### src/rtl/ic_stim_gen_if.sv
// Stimulus-generator bus: run control, checker handshake and per-pin pad drive.
// The generator uses the slave modport; the sequencing/checker side uses master.
interface ic_stim_gen_if #(
    parameter int NUM_PINS = 14,
    parameter int MAX_IN   = 3
);
    logic                start;
    logic                abort;
    logic [3:0]          ic_type;
    logic                ack;
    logic [NUM_PINS-1:0] pin_out;
    logic [NUM_PINS-1:0] pin_oe;
    logic [MAX_IN-1:0]   vec_idx;
    logic                sample_valid;
    logic                busy;
    logic                done;
    logic                unsupported;

    modport master (
        output start, abort, ic_type, ack,
        input  pin_out, pin_oe, vec_idx, sample_valid, busy, done, unsupported
    );

    modport slave (
        input  start, abort, ic_type, ack,
        output pin_out, pin_oe, vec_idx, sample_valid, busy, done, unsupported
    );
endinterface

### src/rtl/ic_stim_gen.sv
// Exhaustive truth-table stimulus for 14-pin logic ICs: drives gate inputs,
// releases outputs/supplies, holds each vector SETTLE_CYC cycles, then hands off.
//
// state  | meaning
// IDLE   | all pins released, waiting for start
// DRIVE  | vector applied, settle down-counter running
// SAMPLE | vector settled, sample_valid high until ack
module ic_stim_gen #(
    parameter int NUM_PINS   = 14,
    parameter int SETTLE_CYC = 4,
    parameter int MAX_IN     = 3
) (
    input  logic           clk,
    input  logic           rst_n,
    ic_stim_gen_if.slave   bus
);
    localparam logic [1:0] S_IDLE   = 2'd0;
    localparam logic [1:0] S_DRIVE  = 2'd1;
    localparam logic [1:0] S_SAMPLE = 2'd2;

    localparam int              CNT_W    = $clog2(SETTLE_CYC + 1);
    localparam logic [CNT_W-1:0] CNT_LOAD = CNT_W'(SETTLE_CYC - 1);

    logic [1:0]          state_q, state_d;
    logic [3:0]          type_q, type_d;
    logic [MAX_IN-1:0]   idx_q, idx_d;
    logic [CNT_W-1:0]    cnt_q, cnt_d;
    logic                done_q, done_d;
    logic                unsup_q, unsup_d;
    logic [NUM_PINS-1:0] oe_q, oe_d;
    logic [NUM_PINS-1:0] out_q, out_d;

    function automatic logic [NUM_PINS-1:0] lay_mask(input logic [3:0] t);
        logic [NUM_PINS-1:0] m;
        m = '0;
        case (t)
            4'd0, 4'd1, 4'd2, 4'd3, 4'd4: begin
                m[0] = 1'b1; m[1]  = 1'b1; m[3]  = 1'b1; m[4]  = 1'b1;
                m[8] = 1'b1; m[9]  = 1'b1; m[11] = 1'b1; m[12] = 1'b1;
            end
            4'd5: begin
                m[1] = 1'b1; m[2]  = 1'b1; m[4]  = 1'b1; m[5]  = 1'b1;
                m[7] = 1'b1; m[8]  = 1'b1; m[10] = 1'b1; m[11] = 1'b1;
            end
            4'd6: begin
                m[0] = 1'b1; m[2]  = 1'b1; m[4]  = 1'b1;
                m[8] = 1'b1; m[10] = 1'b1; m[12] = 1'b1;
            end
            4'd7: begin
                m[0] = 1'b1; m[1]  = 1'b1; m[12] = 1'b1;
                m[2] = 1'b1; m[3]  = 1'b1; m[4]  = 1'b1;
                m[8] = 1'b1; m[9]  = 1'b1; m[10] = 1'b1;
            end
            default: m = '0;
        endcase
        return m;
    endfunction

    // Gate input k of every gate carries vector bit k.
    function automatic logic [NUM_PINS-1:0] lay_drive(input logic [3:0] t,
                                                      input logic [MAX_IN-1:0] v);
        logic [NUM_PINS-1:0] d;
        d = '0;
        case (t)
            4'd0, 4'd1, 4'd2, 4'd3, 4'd4: begin
                d[0] = v[0]; d[1]  = v[1]; d[3]  = v[0]; d[4]  = v[1];
                d[8] = v[0]; d[9]  = v[1]; d[11] = v[0]; d[12] = v[1];
            end
            4'd5: begin
                d[1] = v[0]; d[2]  = v[1]; d[4]  = v[0]; d[5]  = v[1];
                d[7] = v[0]; d[8]  = v[1]; d[10] = v[0]; d[11] = v[1];
            end
            4'd6: begin
                d[0] = v[0]; d[2]  = v[0]; d[4]  = v[0];
                d[8] = v[0]; d[10] = v[0]; d[12] = v[0];
            end
            4'd7: begin
                d[0] = v[0]; d[1]  = v[1]; d[12] = v[2];
                d[2] = v[0]; d[3]  = v[1]; d[4]  = v[2];
                d[8] = v[0]; d[9]  = v[1]; d[10] = v[2];
            end
            default: d = '0;
        endcase
        return d;
    endfunction

    function automatic logic [MAX_IN-1:0] last_idx(input logic [3:0] t);
        case (t)
            4'd6:    return MAX_IN'(1);
            4'd7:    return MAX_IN'(7);
            default: return MAX_IN'(3);
        endcase
    endfunction

    always_comb begin
        state_d = state_q;
        type_d  = type_q;
        idx_d   = idx_q;
        cnt_d   = cnt_q;
        done_d  = 1'b0;
        unsup_d = 1'b0;
        if (bus.abort) begin
            state_d = S_IDLE;
            idx_d   = '0;
        end else begin
            case (state_q)
                S_IDLE: begin
                    if (bus.start) begin
                        if (bus.ic_type[3]) begin
                            unsup_d = 1'b1;
                        end else begin
                            type_d  = bus.ic_type;
                            idx_d   = '0;
                            cnt_d   = CNT_LOAD;
                            state_d = S_DRIVE;
                        end
                    end
                end
                S_DRIVE: begin
                    if (cnt_q == '0) state_d = S_SAMPLE;
                    else             cnt_d   = cnt_q - CNT_W'(1);
                end
                S_SAMPLE: begin
                    if (bus.ack) begin
                        if (idx_q == last_idx(type_q)) begin
                            state_d = S_IDLE;
                            idx_d   = '0;
                            done_d  = 1'b1;
                        end else begin
                            idx_d   = idx_q + MAX_IN'(1);
                            cnt_d   = CNT_LOAD;
                            state_d = S_DRIVE;
                        end
                    end
                end
                default: begin
                    state_d = S_IDLE;
                    idx_d   = '0;
                end
            endcase
        end
        // Pad controls are registered from next-state so they change in the entry cycle.
        oe_d  = '0;
        out_d = '0;
        if (state_d != S_IDLE) begin
            oe_d  = lay_mask(type_d);
            out_d = lay_drive(type_d, idx_d) & lay_mask(type_d);
        end
    end

    always_ff @(posedge clk or negedge rst_n) begin
        if (!rst_n) begin
            state_q <= S_IDLE;
            type_q  <= '0;
            idx_q   <= '0;
            cnt_q   <= '0;
            done_q  <= 1'b0;
            unsup_q <= 1'b0;
            oe_q    <= '0;
            out_q   <= '0;
        end else begin
            state_q <= state_d;
            type_q  <= type_d;
            idx_q   <= idx_d;
            cnt_q   <= cnt_d;
            done_q  <= done_d;
            unsup_q <= unsup_d;
            oe_q    <= oe_d;
            out_q   <= out_d;
        end
    end

    assign bus.pin_out      = out_q;
    assign bus.pin_oe       = oe_q;
    assign bus.vec_idx      = idx_q;
    assign bus.sample_valid = (state_q == S_SAMPLE);
    assign bus.busy         = (state_q != S_IDLE);
    assign bus.done         = done_q;
    assign bus.unsupported  = unsup_q;
endmodule

### src/flat_wrapper.sv
// flat-port wrapper written by rule: the top's interface ports become plain ports
module ic_stim_gen_flat 
#(
    parameter int NUM_PINS   = 14,
    parameter int SETTLE_CYC = 4,
    parameter int MAX_IN     = 3
)
  (clk, rst_n, bus_start, bus_abort, bus_ic_type, bus_ack, bus_pin_out, bus_pin_oe, bus_vec_idx, bus_sample_valid, bus_busy, bus_done, bus_unsupported);
  ic_stim_gen_if #(.NUM_PINS(NUM_PINS), .MAX_IN(MAX_IN)) bus_i ();
  input  logic clk;
  input  logic rst_n;
  input wire logic [$bits(bus_i.start)-1:0] bus_start;
  input wire logic [$bits(bus_i.abort)-1:0] bus_abort;
  input wire logic [$bits(bus_i.ic_type)-1:0] bus_ic_type;
  input wire logic [$bits(bus_i.ack)-1:0] bus_ack;
  output wire logic [$bits(bus_i.pin_out)-1:0] bus_pin_out;
  output wire logic [$bits(bus_i.pin_oe)-1:0] bus_pin_oe;
  output wire logic [$bits(bus_i.vec_idx)-1:0] bus_vec_idx;
  output wire logic [$bits(bus_i.sample_valid)-1:0] bus_sample_valid;
  output wire logic [$bits(bus_i.busy)-1:0] bus_busy;
  output wire logic [$bits(bus_i.done)-1:0] bus_done;
  output wire logic [$bits(bus_i.unsupported)-1:0] bus_unsupported;
  assign bus_i.start = bus_start;
  assign bus_i.abort = bus_abort;
  assign bus_i.ic_type = bus_ic_type;
  assign bus_i.ack = bus_ack;
  assign bus_pin_out = bus_i.pin_out;
  assign bus_pin_oe = bus_i.pin_oe;
  assign bus_vec_idx = bus_i.vec_idx;
  assign bus_sample_valid = bus_i.sample_valid;
  assign bus_busy = bus_i.busy;
  assign bus_done = bus_i.done;
  assign bus_unsupported = bus_i.unsupported;
  ic_stim_gen #(.NUM_PINS(NUM_PINS), .SETTLE_CYC(SETTLE_CYC), .MAX_IN(MAX_IN)) u_core (.clk(clk), .rst_n(rst_n), .bus(bus_i));
endmodule
### config.mk
export PLATFORM = sky130hd
export DESIGN_NAME = ic_stim_gen_flat
export DESIGN_NICKNAME = d
export VERILOG_FILES = /design/src/rtl/ic_stim_gen_if.sv /design/src/rtl/ic_stim_gen.sv /design/src/flat_wrapper.sv
export SDC_FILE = /design/constraint.sdc
export NUM_CORES = 1
export LEC_CHECK = 0
export CORE_UTILIZATION = 44
export CTS_CLUSTER_SIZE = 24
export DETAILED_ROUTE_END_ITERATION = 8
export PLACE_DENSITY = 0.8
export SLEW_MARGIN = 15
export SYNTH_ARGS = -nofsm -noshare
export SYNTH_HDL_FRONTEND = slang
export SYNTH_SLANG_ARGS = --single-unit
### constraint.sdc
create_clock -name clk -period 1.6 [get_ports clk]
set_input_delay 0.16 -clock clk [delete_from_list [all_inputs] [get_ports clk]]
set_output_delay 0.16 -clock clk [all_outputs]
set_load 0.02 [all_outputs]
Fig. 1: run 1, routing congestion
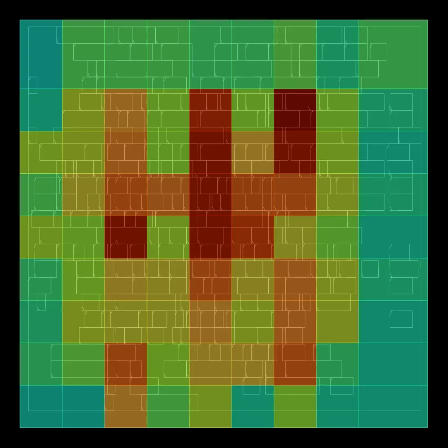
GR peak layer: met2
M2 GR Usage: 36.10%
final core utilization: 67.41%
met1 global-route usage: 29.35%
drt wl/cell: 13.82 um

Fig. 2: run 1, a small window of the routed layout
Window x 13 to 53, y 26 to 66 um. Cells in gray, sequential cells in the stronger gray; small squares are vias.
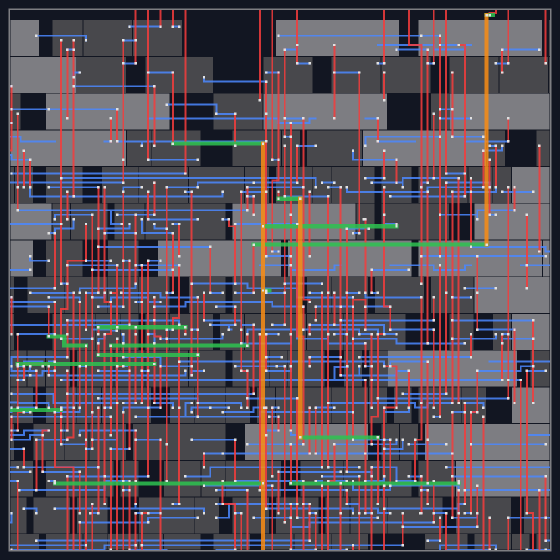
| layer | color |
|---|---|
| M4 | orange |
| M3 | green |
| M2 | red |
| M1 | blue |
sequential cells in the window: 18
cells with their middle in the window: 134
netlist names of flops here include: u_core.bus.pin_out (9), u_core.bus.pin_oe (5), u_core.bus.vec_idx (3)
most frequent: buf_4 (16), dfrtp_1 (15), clkdlybuf4s50_1 (13)

==> flow_metrics.py, run 1 <==
# Generated from Yosys and OpenROAD reports
metrics = {
    "status": {
        "status": "finished with violations",
        "violations": "setup timing",
    },
    "final_layout": {
        "final_cell_area_um2": 2696,
        "nNonClkInverters": 10,
        "num-nets-final": 277,
        "signal_buffer_area_fraction_pct": 27.75,
        "areaGrowthSynthToFinish_pct": 47.70,
        "comb_share_pct": 34.48,
        "drive_gt1_share_pct": 33.83,
        "buffers": 85,
    },
    "floorplan": {
        "die_w_um": 66.41,
        "initCoreUtil_pct": 45.64,
        "die-area_um2": 4410,
        "die_h_um": 66.41,
    },
    "synthesis": {
        "ys_chip_area_um2": 1826,
        "edf_count": 0,
        "ff_type": "dfrtp_1",
        "ys.flops": 33,
        "top_area_cell": "dfrtp_1",
        "synthXorXnorAreaFrac_pct": 1.439,
        "ys_seq_share_pct": 45.24,
        "most_common_cell": "dfrtp_1",
        "netlist_area_um2": 1826,
        "synthAoiAreaFrac_pct": 19.05,
        "yosys.cell_types.count": 55,
    },
    "critical_path": {
        "path_max_fanout": 3,
        "cpLargestDelayFamily": "AND-OR/OR-AND gates",
        "path_cells": "or3_4 > a211o_1 > a32o_2 > o211ai_1 > a211oi_1",
        "r2r_slack_ns": -0.25,
        "crit_buf_inv": 0,
        "cp-start-kind": "register",
        "rr_startpoint": "u_core.type_q[0]$_DFF_PN0_",
        "cp.required_ns": 1.76,
    },
    "power": {
        "power.density_nw_per_um2": 820.3,
        "irDropWorstVdd_mv": 0.5341,
        "internal_power_mw": 1.501,
        "total_power_mw": 2.212,
        "power.switching_uw": 711.1,
        "power_frac_clock_pct": 28.2,
        "top_power_group": "sequential cells",
    },
    "clocking": {
        "clk_latency_ns": 0.29,
        "cts-root-buf": "clkbuf_8",
    },
    "drt": {
        "num_vias": 1618,
        "drc_errors": 0,
        "met1_length_um": 1938,
        "met2_length_um": 2198,
        "viasPerCell": 5.120,
    },
    "final_timing": {
        "period_used_pct": 115.9,
        "rsz0062_at_grt": "yes",
        "fin_hold_ws_ns": 0.2700,
        "setup_violations": 23,
        "setup_ws_ns": -0.2537,
        "final_max_slew_viol_count": 0,
    },
    "job": {
        "tool_warnings": 30,
    },
    "min_path": {
        "hp-class": "input pin to async pin",
    },
    "grt": {
        "grt_max_degree": 34,
    },
}
Fig. 3: run 1, gate families picked out
Scale: 8 px per um.
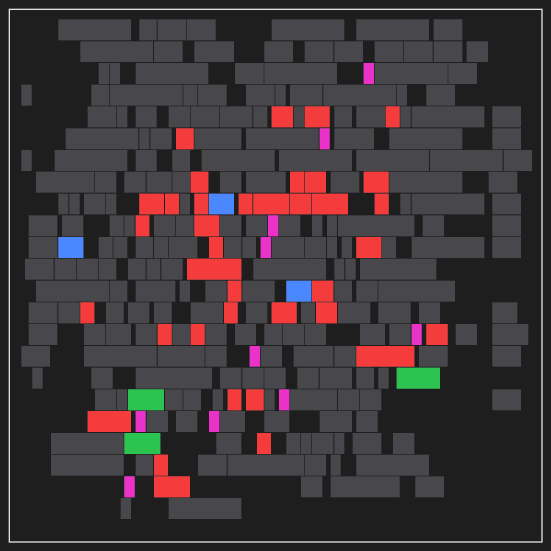
| family | color | cells | most used |
|---|---|---|---|
| inv cells | magenta | 10 | inv_1 |
| xor and xnor cells | blue | 3 | xor2_1 |
| aoi and oai cells | red | 37 | a21oi_1 |
| fa/ha/maj cells | green | 3 | ha_1 |

Fig. 4: run 1, metal 2
Scale: 4 px per um. Cells faint in the background.
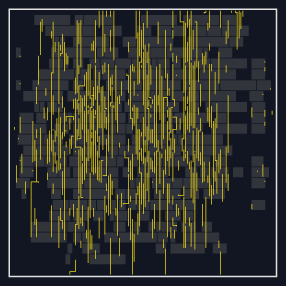

--- run 2 (diff from run 1) ---
--- a/config.mk
+++ b/config.mk
@@ -5,10 +5,13 @@
 export SDC_FILE = /design/constraint.sdc
 export NUM_CORES = 1
 export LEC_CHECK = 0
-export CORE_UTILIZATION = 44
+export CELL_PAD_IN_SITES_DETAIL_PLACEMENT = 1
+export CELL_PAD_IN_SITES_GLOBAL_PLACEMENT = 1
+export CORE_UTILIZATION = 34
 export CTS_CLUSTER_SIZE = 24
 export DETAILED_ROUTE_END_ITERATION = 8
-export PLACE_DENSITY = 0.8
+export MAX_ROUTING_LAYER = met4
+export PLACE_DENSITY = 0.81
 export SLEW_MARGIN = 15
 export SYNTH_ARGS = -nofsm -noshare
 export SYNTH_HDL_FRONTEND = slang
Fig. 5: run 2, metal 2
Scale: 4 px per um. Cells faint in the background.
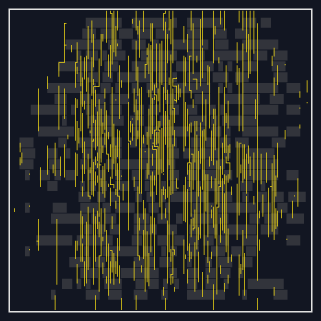
share of all routed wire: 51%
main direction: vertical

==> run 2 against run 1 <==
Effect of this change: the run still ends with setup timing left; flip-flop count unchanged; power grew 11%; hold slack gained 0.00058 ns; via count is 4.6% higher; final cell count increased by 7.3%; synthesized cell count unchanged; critical path type unchanged; largest cell class unchanged; largest power group unchanged.
==> flow_metrics.py, run 2 <==
# Generated from Yosys and OpenROAD reports
metrics = {
    "critical_path": {
        "cp-start-kind": "register",
        "cp.required_ns": 1.76,
        "r2r_slack_ns": -0.27,
        "worstSetupStartpoint": "u_core.bus.vec_idx[1]$_DFF_PN0_",
        "rr_startpoint": "u_core.bus.vec_idx[1]$_DFF_PN0_",
        "cpLargestDelayFamily": "AND-OR/OR-AND gates",
        "path_max_fanout": 5,
    },
    "synthesis": {
        "edf_count": 0,
        "ff_type": "dfrtp_1",
        "synthAoiAreaFrac_pct": 19.05,
        "yosys.cell_types.count": 55,
        "most_common_cell": "dfrtp_1",
        "ys.flops": 33,
        "ys_chip_area_um2": 1826,
        "ys_seq_share_pct": 45.24,
        "synthXorXnorAreaFrac_pct": 1.439,
        "netlist_area_um2": 1826,
        "top_area_cell": "dfrtp_1",
    },
    "final_timing": {
        "setup_violations": 23,
        "fin_hold_ws_ns": 0.2706,
        "rsz0062_at_grt": "yes",
        "final_max_slew_viol_count": 0,
        "setup_ws_ns": -0.2748,
        "period_used_pct": 117.2,
        "hold_viol_final": 0,
    },
    "power": {
        "power.density_nw_per_um2": 889.6,
        "irDropWorstVdd_mv": 0.4938,
        "top_power_group": "sequential cells",
        "leakage_nw": 1.291,
        "total_power_mw": 2.458,
        "clock_power_uw": 827,
        "power_frac_clock_pct": 33.7,
        "power.switching_uw": 745.8,
    },
    "job": {
        "maxCapViolations": 0,
        "tool_warnings": 30,
    },
    "final_layout": {
        "drive_gt1_share_pct": 33.46,
        "final_cell_area_um2": 2763,
        "nNonClkInverters": 10,
        "signal_buffer_area_fraction_pct": 27.72,
        "areaGrowthSynthToFinish_pct": 51.34,
        "fin_util_pct": 53.75,
        "buffers": 88,
        "register_area_um2": 830.8,
        "num-nets-final": 280,
        "comb_share_pct": 33.47,
    },
    "floorplan": {
        "initCoreUtil_pct": 35.52,
        "die_h_um": 75.28,
        "die-area_um2": 5666,
        "die_w_um": 75.28,
    },
    "grt": {
        "grt_max_degree": 34,
        "grt_use_met1_pct": 28.10,
        "top_usage_layer": "met2",
    },
    "drt": {
        "viasPerCell": 4.994,
        "drc_errors": 0,
        "met1_length_um": 2492,
        "num_vias": 1693,
        "met2_length_um": 2845,
        "routedWlPerCell_um": 16.59,
        "drt_iter0_drc": 53,
    },
    "status": {
        "violations": "setup timing",
        "status": "finished with violations",
    },
    "min_path": {
        "hp-class": "input pin to async pin",
    },
    "clocking": {
        "clk_latency_ns": 0.29,
        "cts-root-buf": "clkbuf_8",
    },
}
Fig. 6: run 2, a small window of the routed layout
Window x 18 to 58, y 33 to 73 um. Cells in gray, sequential cells in the stronger gray; small squares are vias.
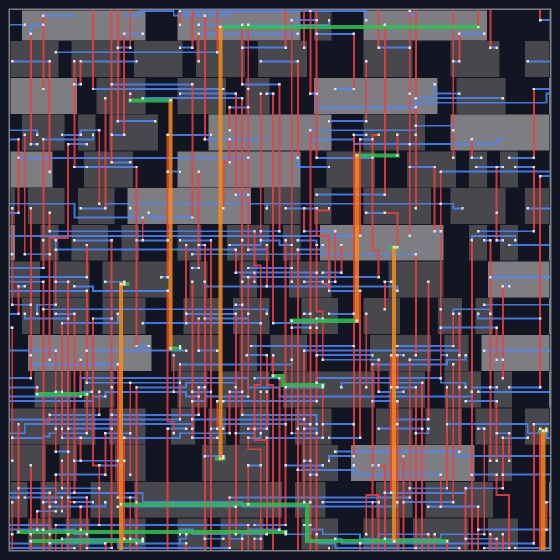
| layer | color |
|---|---|
| M4 | orange |
| M3 | green |
| M2 | red |
| M1 | blue |
most frequent: buf_4 (18), clkdlybuf4s50_1 (15), dfrtp_1 (14)
sequential cells in the window: 14
netlist names of flops here include: u_core.bus.pin_out (8), u_core.bus.pin_oe (5)
cells with their middle in the window: 112

No activity file was given, so power comes from the tool's default toggle rates.
